Design vend_payout_ctrl_flat, sky130hd; sources not shown.
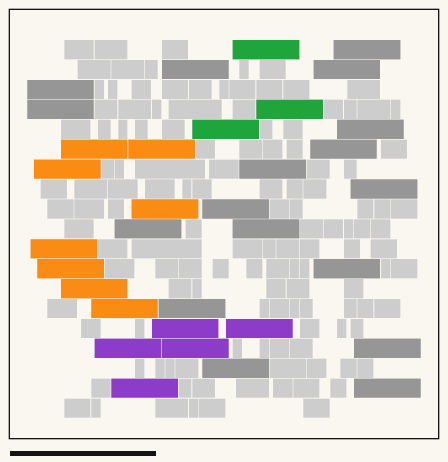
**Above:** run 1 (register map, names as in the netlist).
Scale bar: 20 um. Other sequential cells in the stronger gray, the rest of the logic in the fainter gray.
color	name in the netlist	flops
purple	u_core.tmr	5
green	u_core.bus.pending	3
orange	u_core.mem	8
not colored	17
sequential power: 0.719 mW
fraction of area in registers: 0.434
Register Area: 826 sq um
final core utilization: 0.685

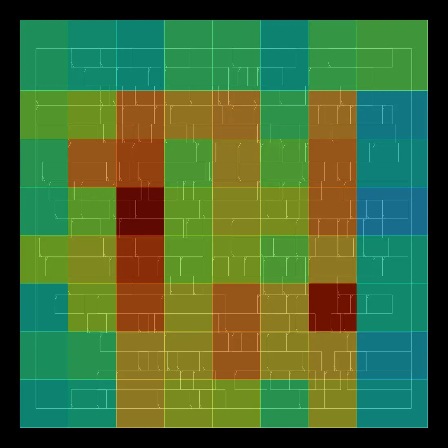
**Above:** run 1 (routing congestion).
GR Util met3: 0.0769
met1 Usage GRT: 0.213
met2 Use GR: 0.342
total global-route track usage: 0.195
most used routing layer: met2

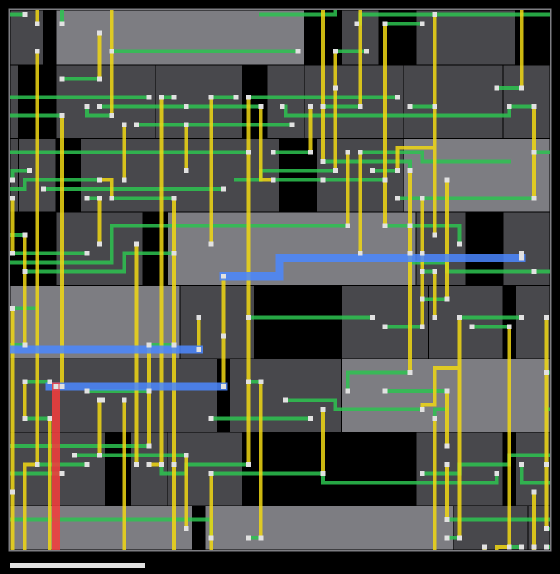
**Above:** run 1 (close-up of the layout).
Scale bar: 5 um. Region (19, 31) to (39, 51) um. Cells in gray, sequential cells in the stronger gray; small squares are vias.
color	layer
blue	metal 3
green	metal 1
red	metal 4
yellow	metal 2
cells with their middle in the window	33
sequential cells in the window	7
most frequent	dfrtp_1 (7), inv_1 (3)

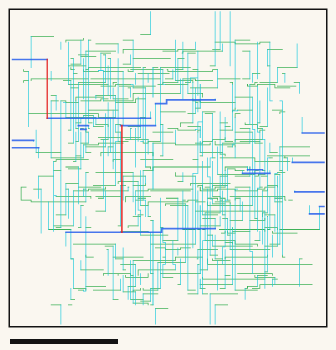
**Above:** run 1 (metal layers overlaid).
Scale bar: 20 um.
color	layer	wire length
blue	metal 3	110 um
red	metal 4	30.6 um
cyan	metal 2	1470 um
green	metal 1	1190 um
DR WL/cell: 14.4 um
detailed-route via count: 1098
WL final: 2800 um

==> summary.txt <==
fresh numbers from the pnr run: post-route ant nets=0, die area=approximately 3400 sq um, wire length on met1=roughly 1200 um, tap cells=31, met3 wire len=109 um, Setup TNS=0 ns, crit-path max FO=11, Ys Warns=0, max reg flops=8, comb_multi_in=just over 90, initial antenna violation count=0, Worst-Margin Slew=0.497 ns, ys async rst share=1.00, Vias per Instance=roughly 5.7, Unique cell types=39, final hold viol count=0, status=finished, final reports clean, Non-CTS buffers=19, area share, top type=0.497, Static Leakage=0.883 nW, met2 WL=1470 um, Slew HR=0.668, cts hold-fix bufs=0, clock buffer count from CTS=5, Port Buffer Count=15, post-cts sizing count=0, RSZ-0062 raised after global routing=no, Synth Register Bits=33, syn_area_per_cell=11.8 sq um, Post-synth EDFFs=0, number of stages on the worst setup path=3, Max VDD drop=0.000745 V, R2R setup slack=0.61 ns, Crit. End Element=output port, Pint=1.09 mW, TritonCTS clock tree=yes, Finish-stage setup viols=0, sw frac=0.391, logic area=~760 sq um, share of layout cells above drive strength 1=0.153, Post-CTS Setup Repair Bufs=0, Final Non-Filler Cells=a little under 200, Simple-Gate Area Share=0.162, Post-Syn Area=1660 sq um, mux frac, synth=0.112, Slew Limit Fails=0, Required @ worst endpoint=2.36 ns, first-pass GRT wire length=4910 um, logic share of the area=0.399, Cells after Synth=~140, Late-Pin Clk Latency=0.33 ns, Diodes inserted=0, dpl cells=187, initial DRC count=27, Hold Crit Class=flip-flop to flip-flop, CLK BUF=7, vias in the first global route=approximately 1200, yosys cell count=141, FP Core Util=0.597, First-pass DRT Iterations=4, # clock sinks=33, clk slew on worst S/H paths=0.10 ns, CP max stage delay=0.80 ns, hold path depth=1, DRC=0, Log Warnings=29, Die Y=~58 um, largest net degree at the start of global routing=34, ao+oa area frac=0.0610, critical path arrival=2.17 ns, total congestion overflow=0, sequential fraction of the synthesis area=0.497, nonclk inv count=12, DP HPWL=2030 um, Post-synth top flop=dfrtp_1, most frequent cells after synthesis=dfrtp_1, inv_1, mux2_2, NonClk Buf Share=0.0946, Core Rows=19, most instantiated library cell after synthesis=dfrtp_1, startpoint types=flip-flop, FILL cells=207, CTS Buffer Depth=2, Core Footprint=2780 sq um, Synth Net Count=158, largest area contributor in the netlist=dfrtp_1, Psw=0.700 mW, max-cap viol count=0, Top logic family=simple AND/OR/NAND/NOR gates, combinational share of power=0.466, Ports=16, Fmax=332 MHz, largest cell class by area=sequential cells, Clock Network Area Fraction=0.0289, CTS root buf=clkbuf_4, dominant logic cell type in the layout=dfrtp_1, biggest area cells=dfrtp_1, mux2_2, ha_1, final worst-path cycle share=0.941, critical path class=flip-flop to output port, Final Power=roughly 1.8 mW, Register-to-Register Path Depth=8, H-tree depth=2, Clock Power Share=0.133, Tmin final=3.01 ns, die width=58.5 um, Area growth syn-to-layout=14.7%, highest routed layer=met4, Pwr Density=940 nW/um^2, Buf/Inv on CP=2, critical path's slowest cell=clkdlybuf4s50_1, CP delay by family, top=buffers and inverters, RD Place Congestion=0.804, yosys xor share=0.0422, Flop pwr share=0.402, most common logic cells in the final layout=dfrtp_1, clkdlybuf4s50_1, inv_1, mux2_2, ha_1, Critical Path, Cell by Cell=or3b_1 > inv_1 > clkdlybuf4s50_1, Adder Share, Synth=0.0799, yosys stat area=1660 sq um
[run 1: power by group through the flow]
stage                     registers [mW]  logic [mW]  clock network [mW]
after global routing               0.741       0.917               0.262
after floorplan                    0.751       0.604                   0
after detailed placement           0.726       0.841                   0
after global placement             0.716       0.808                   0
final                              0.719       0.833               0.238
after CTS                          0.717       0.847               0.245
[run 1: metrics by stage]
step	util	setup WS (ns)	hold slack, ns	area [sq um]
6_report	0.685	0.190	0.248	1900
5_1_grt	0.685	0.0662	0.272	1900
4_1_cts	0.685	0.181	0.261	1900
3_5_place_dp	0.665	0.205	0.247	1850
3_3_place_gp	0.665	0.326	0.228	1850
2_1_floorplan	-	0.550	0.215	1660
Power is estimated from default activity; no workload was simulated.
